**config.mk**
```make
export PLATFORM = sky130hd
export DESIGN_NAME = sram_decode_stage
export DESIGN_NICKNAME = d
export VERILOG_FILES = /design/src/rtl/sram_decode_stage.sv
export SDC_FILE = /design/constraint.sdc
export NUM_CORES = 2
export LEC_CHECK = 0
export ABC_CLOCK_PERIOD_IN_PS = 3440
export CAP_MARGIN = 20
export CORE_AREA = 3 3 783 785
export DETAILED_ROUTE_END_ITERATION = 7
export DIE_AREA = 0 0 786 788
export PLACE_DENSITY = 0.3
export SETUP_SLACK_MARGIN = 0.15
export SLEW_MARGIN = 20
export SYNTH_ARGS = -nofsm -noshare
export SYNTH_HDL_FRONTEND = slang
export SYNTH_SLANG_ARGS = --single-unit
```
**constraint.sdc**
```tcl
create_clock -name clk -period 3.44 [get_ports clk]
set_clock_uncertainty 0.1 [all_clocks]
set_input_delay 0.344 -clock clk [delete_from_list [all_inputs] [get_ports clk]]
set_output_delay 0.344 -clock clk [all_outputs]
set_load 0.02 [all_outputs]
```
**src/rtl/sram_decode_stage.sv**
```systemverilog
// -----------------------------------------------------------------------------
// sram_decode_stage
//
// Pipeline stage that sits directly in front of the decoded-address SRAM bank.
// It registers binary read/write indices, write data and write enables. One
// cycle later it presents them as one-hot address rows. Reads whose index
// matches an enabled write in the same stage are flagged, and the write data
// they need is forwarded. This is required because the SRAM returns the old
// contents during the cycle in which it is written.
//
// Optional feature macro: SRAM_WR_CONFLICT_CHECK_EN
//   When defined, a set of enabled write ports that share an in-range index
//   keeps only its highest-numbered port enabled. wr_conflict_o flags such a
//   set, and conflict_cnt_o counts the capture edges that loaded one
//   (saturating at 255). When undefined, we_o is the registered enable and both
//   conflict outputs are tied to zero.
//
// Ports
//   clk            : clock, all state updates on the rising edge
//   reset          : synchronous, active-low reset
//   stall_i        : hold every stage register
//   flush_i        : clear registered read valids and write enables
//                    (has priority over stall)
//   rd_valid_i     : per-read-port valid                 [NUM_RD]
//   rd_addr_i      : read indices, port k at [k*SRAM_INDEX +: SRAM_INDEX]
//   we_i           : per-write-port enable               [NUM_WR]
//   wr_addr_i      : write indices
//   wr_data_i      : write data, port w at [w*SRAM_WIDTH +: SRAM_WIDTH]
//   decoded_rd_o   : one-hot read rows,  row k at [k*SRAM_DEPTH +: SRAM_DEPTH]
//   decoded_wr_o   : one-hot write rows, row w at [w*SRAM_DEPTH +: SRAM_DEPTH]
//   we_o           : registered (possibly de-duplicated) write enables
//   data_wr_o      : registered write data
//   rd_fwd_hit_o   : read index matches an enabled write in this stage
//   rd_fwd_data_o  : forwarded data for hitting reads, zero otherwise
//   wr_conflict_o  : duplicate write index held in the stage
//   conflict_cnt_o : saturating count of conflicting captures
// -----------------------------------------------------------------------------
module sram_decode_stage #(
    parameter int SRAM_DEPTH = 64,
    parameter int SRAM_INDEX = 6,
    parameter int SRAM_WIDTH = 8,
    parameter int NUM_RD     = 16,
    parameter int NUM_WR     = 8
) (
    input  logic                           clk,
    input  logic                           reset,
    input  logic                           stall_i,
    input  logic                           flush_i,
    input  logic [NUM_RD-1:0]              rd_valid_i,
    input  logic [NUM_RD*SRAM_INDEX-1:0]   rd_addr_i,
    input  logic [NUM_WR-1:0]              we_i,
    input  logic [NUM_WR*SRAM_INDEX-1:0]   wr_addr_i,
    input  logic [NUM_WR*SRAM_WIDTH-1:0]   wr_data_i,
    output logic [NUM_RD*SRAM_DEPTH-1:0]   decoded_rd_o,
    output logic [NUM_WR*SRAM_DEPTH-1:0]   decoded_wr_o,
    output logic [NUM_WR-1:0]              we_o,
    output logic [NUM_WR*SRAM_WIDTH-1:0]   data_wr_o,
    output logic [NUM_RD-1:0]              rd_fwd_hit_o,
    output logic [NUM_RD*SRAM_WIDTH-1:0]   rd_fwd_data_o,
    output logic                           wr_conflict_o,
    output logic [7:0]                     conflict_cnt_o
);

    // Stage registers
    logic [NUM_RD-1:0]            rd_valid_r;
    logic [NUM_RD*SRAM_INDEX-1:0] rd_addr_r;
    logic [NUM_WR-1:0]            we_r;
    logic [NUM_WR*SRAM_INDEX-1:0] wr_addr_r;
    logic [NUM_WR*SRAM_WIDTH-1:0] wr_data_r;

    // Write enables actually presented to the SRAM
    logic [NUM_WR-1:0]            we_eff_s;

    // True when an index addresses a real SRAM row
    function automatic logic idx_in_range(input logic [SRAM_INDEX-1:0] idx);
        return (32'(idx) < 32'(SRAM_DEPTH));
    endfunction

    // Capture, hold on stall, squash valids on flush, clear on reset
    always_ff @(posedge clk) begin
        if (!reset) begin
            rd_valid_r <= {NUM_RD{1'b0}};
            rd_addr_r  <= {(NUM_RD*SRAM_INDEX){1'b0}};
            we_r       <= {NUM_WR{1'b0}};
            wr_addr_r  <= {(NUM_WR*SRAM_INDEX){1'b0}};
            wr_data_r  <= {(NUM_WR*SRAM_WIDTH){1'b0}};
        end else if (flush_i) begin
            rd_valid_r <= {NUM_RD{1'b0}};
            we_r       <= {NUM_WR{1'b0}};
        end else if (!stall_i) begin
            rd_valid_r <= rd_valid_i;
            rd_addr_r  <= rd_addr_i;
            we_r       <= we_i;
            wr_addr_r  <= wr_addr_i;
            wr_data_r  <= wr_data_i;
        end else begin
            rd_valid_r <= rd_valid_r;
        end
    end

`ifdef SRAM_WR_CONFLICT_CHECK_EN
    // A port is shadowed when a higher-numbered enabled port writes the same
    // in-range index; the SRAM would let the higher port win anyway.
    function automatic logic [NUM_WR-1:0] shadowed_writes(
        input logic [NUM_WR-1:0]            we,
        input logic [NUM_WR*SRAM_INDEX-1:0] addr
    );
        logic [NUM_WR-1:0] mask;
        mask = {NUM_WR{1'b0}};
        for (int a = 0; a < NUM_WR; a++) begin
            for (int b = a + 1; b < NUM_WR; b++) begin
                mask[a] = mask[a] | (we[a] & we[b]
                        & (addr[a*SRAM_INDEX +: SRAM_INDEX] == addr[b*SRAM_INDEX +: SRAM_INDEX])
                        & idx_in_range(addr[a*SRAM_INDEX +: SRAM_INDEX]));
            end
        end
        return mask;
    endfunction

    logic [NUM_WR-1:0] stage_dup_s;
    logic              in_conflict_s;
    logic [7:0]        conflict_cnt_r;

    assign stage_dup_s    = shadowed_writes(we_r, wr_addr_r);
    assign in_conflict_s  = |shadowed_writes(we_i, wr_addr_i);
    assign we_eff_s       = we_r & ~stage_dup_s;
    assign wr_conflict_o  = |stage_dup_s;
    assign conflict_cnt_o = conflict_cnt_r;

    // Count capture edges that load a conflicting write set, saturating
    always_ff @(posedge clk) begin
        if (!reset) begin
            conflict_cnt_r <= 8'h00;
        end else if (!flush_i && !stall_i && in_conflict_s && (conflict_cnt_r != 8'hFF)) begin
            conflict_cnt_r <= conflict_cnt_r + 8'h01;
        end else begin
            conflict_cnt_r <= conflict_cnt_r;
        end
    end
`else
    assign we_eff_s       = we_r;
    assign wr_conflict_o  = 1'b0;
    assign conflict_cnt_o = 8'h00;
`endif

    assign we_o      = we_eff_s;
    assign data_wr_o = wr_data_r;

    // One-hot row decode; out-of-range indices never match any row
    always_comb begin
        decoded_rd_o = {(NUM_RD*SRAM_DEPTH){1'b0}};
        decoded_wr_o = {(NUM_WR*SRAM_DEPTH){1'b0}};
        for (int k = 0; k < NUM_RD; k++) begin
            for (int j = 0; j < SRAM_DEPTH; j++) begin
                decoded_rd_o[k*SRAM_DEPTH + j] = rd_valid_r[k]
                    & (32'(rd_addr_r[k*SRAM_INDEX +: SRAM_INDEX]) == 32'(j));
            end
        end
        for (int w = 0; w < NUM_WR; w++) begin
            for (int j = 0; j < SRAM_DEPTH; j++) begin
                decoded_wr_o[w*SRAM_DEPTH + j] = we_eff_s[w]
                    & (32'(wr_addr_r[w*SRAM_INDEX +: SRAM_INDEX]) == 32'(j));
            end
        end
    end

    // Forwarding: scan writes low to high so the highest-numbered match wins,
    // mirroring the SRAM's last-port-wins write ordering
    always_comb begin
        logic match_s;
        match_s       = 1'b0;
        rd_fwd_hit_o  = {NUM_RD{1'b0}};
        rd_fwd_data_o = {(NUM_RD*SRAM_WIDTH){1'b0}};
        for (int k = 0; k < NUM_RD; k++) begin
            for (int w = 0; w < NUM_WR; w++) begin
                match_s = rd_valid_r[k] & we_eff_s[w]
                        & (wr_addr_r[w*SRAM_INDEX +: SRAM_INDEX] == rd_addr_r[k*SRAM_INDEX +: SRAM_INDEX])
                        & idx_in_range(wr_addr_r[w*SRAM_INDEX +: SRAM_INDEX]);
                rd_fwd_hit_o[k] = rd_fwd_hit_o[k] | match_s;
                rd_fwd_data_o[k*SRAM_WIDTH +: SRAM_WIDTH] = match_s
                        ? wr_data_r[w*SRAM_WIDTH +: SRAM_WIDTH]
                        : rd_fwd_data_o[k*SRAM_WIDTH +: SRAM_WIDTH];
            end
        end
    end

endmodule
```
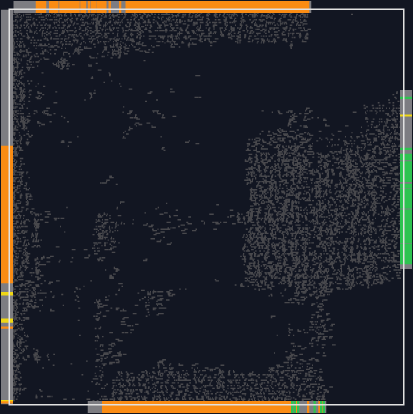
Fig. 1. Pin map.
(0.5 px per um) Pins as bars across the die edge, other pins in gray.
color	port	pins	direction	edge
orange	`decoded_rd_o`	1024	output	432 top, 391 bottom, 201 left
yellow	`we_o`	8	output	5 left, 2 bottom, 1 right
green	`rd_fwd_data_o`	128	output	122 right, 6 bottom
Die Span Y: 788 um
Die Span X: 786 um
input/output buffers: 1987

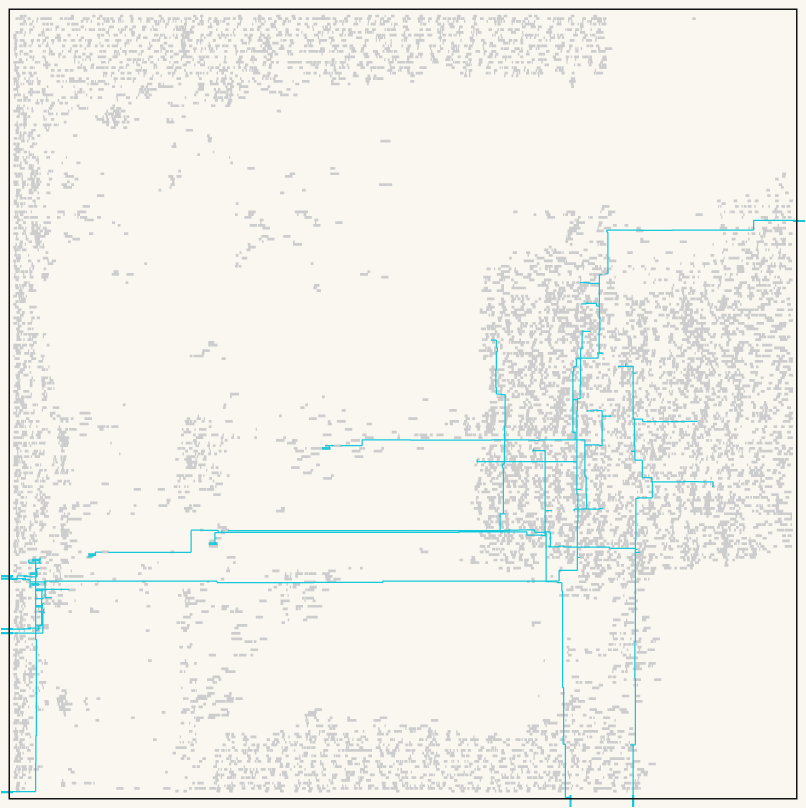
Fig. 2. I/O nets highlighted.
(1 px per um)
color	port	direction	edge	end cells	buffers	wire
cyan	`we_o`	output	5 left, 2 bottom, 1 right	8	19	4630 um

==> run notes <==
Status of the implementation.

- The flow ran to the end, but the final reports show violations.
- The checks that failed: setup timing.
- The total of flip-flops plus latches after synthesis is 232, for reference.
- The static power due to leakage is 32.6 nW, for reference.
- In the final layout, the fill cell count is 70000.
- The tally of nets with antenna violations remaining after routing is 0, for reference.
- For reference, the most critical setup path is categorized as flip-flop to primary output.
- The number of cells in the yosys synthesis report is 6225, for reference.
- The final tally of setup violations is 143, for reference.
- The number of design rule violations left after detail routing is 0, for reference.
- The design internal power is 7.82 mW, for reference.
- The chip area in the Yosys report is 0.0374 mm^2, for reference.
- STA classifies the critical path startpoint as a flip-flop.
- 1997 I/O pins were placed.
- The number of library cell types mapped by synthesis is 89, for reference.
- The endpoint with the worst hold slack is data_wr_o[46], for reference.
- In this run the standard cell core region covers 0.607 mm^2.
- Derived from the worst setup path, the maximum achievable clock frequency is 246 MHz.
- Looking at the clock tree report, the H-tree level count equals 2.
- TritonCTS built the clock tree.
- Setup slack on the critical path of the routed design comes to -0.626 ns.
- Per the cell usage report, the commonest logic cells after layout are nor2_1 (1652), clkdlybuf4s50_1 (1220), buf_4 (906).
- The global routing report lists combined usage of all routing layers as 0.160.
- The final weighted congestion in routability-driven placement is 0.904, for reference.
- Of all the cell area in the finished design, the clock network holds 0.0182.
- The area fraction of the largest cell type after synthesis is 0.174.
- Per the timing report, the most critical flop-to-flop path originates at wr_addr_r[27].
- The most frequent logic cell in the layout is nor2_1, for reference.
- The most common cell in the synthesized netlist is nor2_1.
- The AND-OR/OR-AND share of the synthesized area is 0.181, for reference.
- The number of sequential cells in the layout is 232, for reference.
- Across the placement rows, the number of tap cells is 8064.
- The effective utilization at floorplan is 0.0617, for reference.
- The critical path data required time is 3.00 ns, for reference.
- Switching power as a fraction of the total was reported as 0.436.
- The logic depth of the worst path, buffers included is 14, for reference.
- In the layout the tool counted multi-input logic cells amounting to 5222.
- The logic gate share of total power is 0.394, for reference.
- In the placement report, post-DP HPWL is listed as 432000 um.
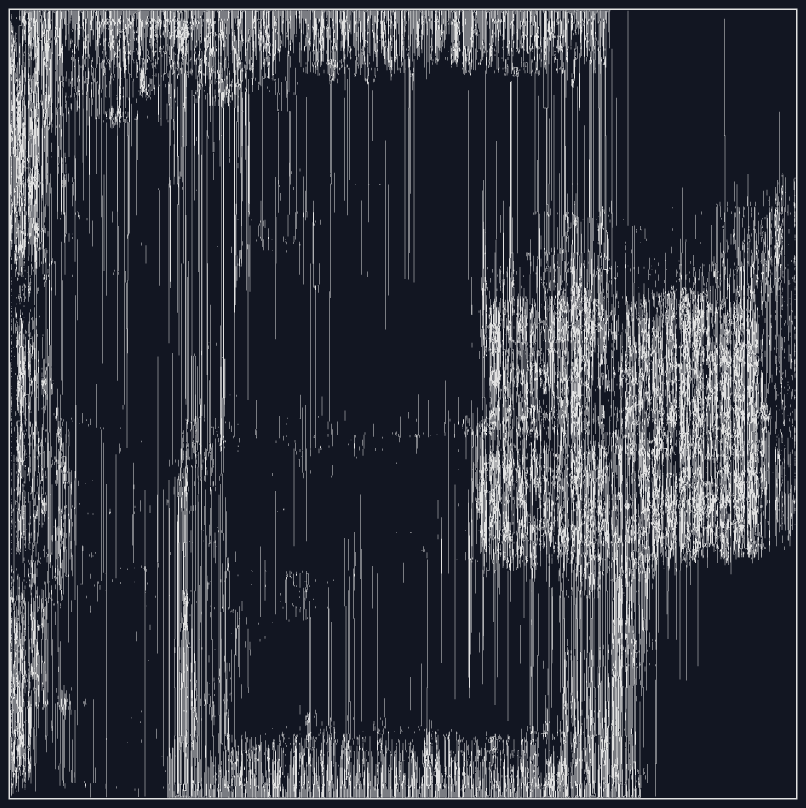
Fig. 3. Signal wires on met2.
(1 px per um)
longest straight run	393 um
main direction	vertical
wire length on this layer	235 mm
routed vias: 60300
final wirelength: 522000 um

## cells by family (layout without fill, tap and decap cells)
| logic type | after synthesis | after routing |
|---|---|---|
| AOI/OAI and AO/OA | 907 | 907 |
| and+or+nand+nor | 3486 | 3486 |
| muxes | 52 | 52 |
| buffers and inverters | 779 | 3558 |
| other | 1 | 72 |
| DFF | 232 | 232 |
| xor gates and xnor gates | 768 | 768 |
## layer usage
layer / share of wire / GRT usage / up-vias
li1: - / - / 26400
met2: 0.45 / 0.258 / 3283
met5: 0.00046 / 0 / -
met3: 0.067 / 0.0295 / 630
met4: 0.030 / 0.0388 / 38
met1: 0.45 / 0.218 / 30000
## flip-flops by register name, summed over array words and instances, names as in the netlist
name	cells
rd_addr_r	96
we_o	8
wr_addr_r	48
data_wr_o	64
rd_valid_r	16
## worst reg2reg max path, stage by stage (launching register included)
cell      delay, ns
dfxtp_4        0.43
buf_8          0.20
nand2_1        0.09
a21boi_0       0.85
## per-stage QoR
| step | utilization | cells | power, mW | cell area [um^2] |
|---|---|---|---|---|
| 2_1_floorplan | - | 6233 | 4.97 | 37500 |
| 3_3_place_gp | 0.123 | 16600 | 7.97 | 74600 |
| 3_5_place_dp | 0.123 | 16600 | 7.95 | 74600 |
| 4_1_cts | 0.138 | 17000 | 14.2 | 83800 |
| 5_1_grt | 0.143 | 17100 | 14.5 | 86600 |
| 6_report | 0.143 | 17100 | 13.9 | 86800 |
## repair_timing
item | 4_1_cts | 5_1_grt
hold buffers | 37 | 0
endpoints found under the setup margin | 1427 | 626
endpoints found under the hold margin | 42 | 0
pin swaps | 320 | 231
setup buffers | 291 | 94
cloned | 4 | 1
resized | 1807 | 499
Power figures rest on the tool's default switching activity, not on a simulated workload.
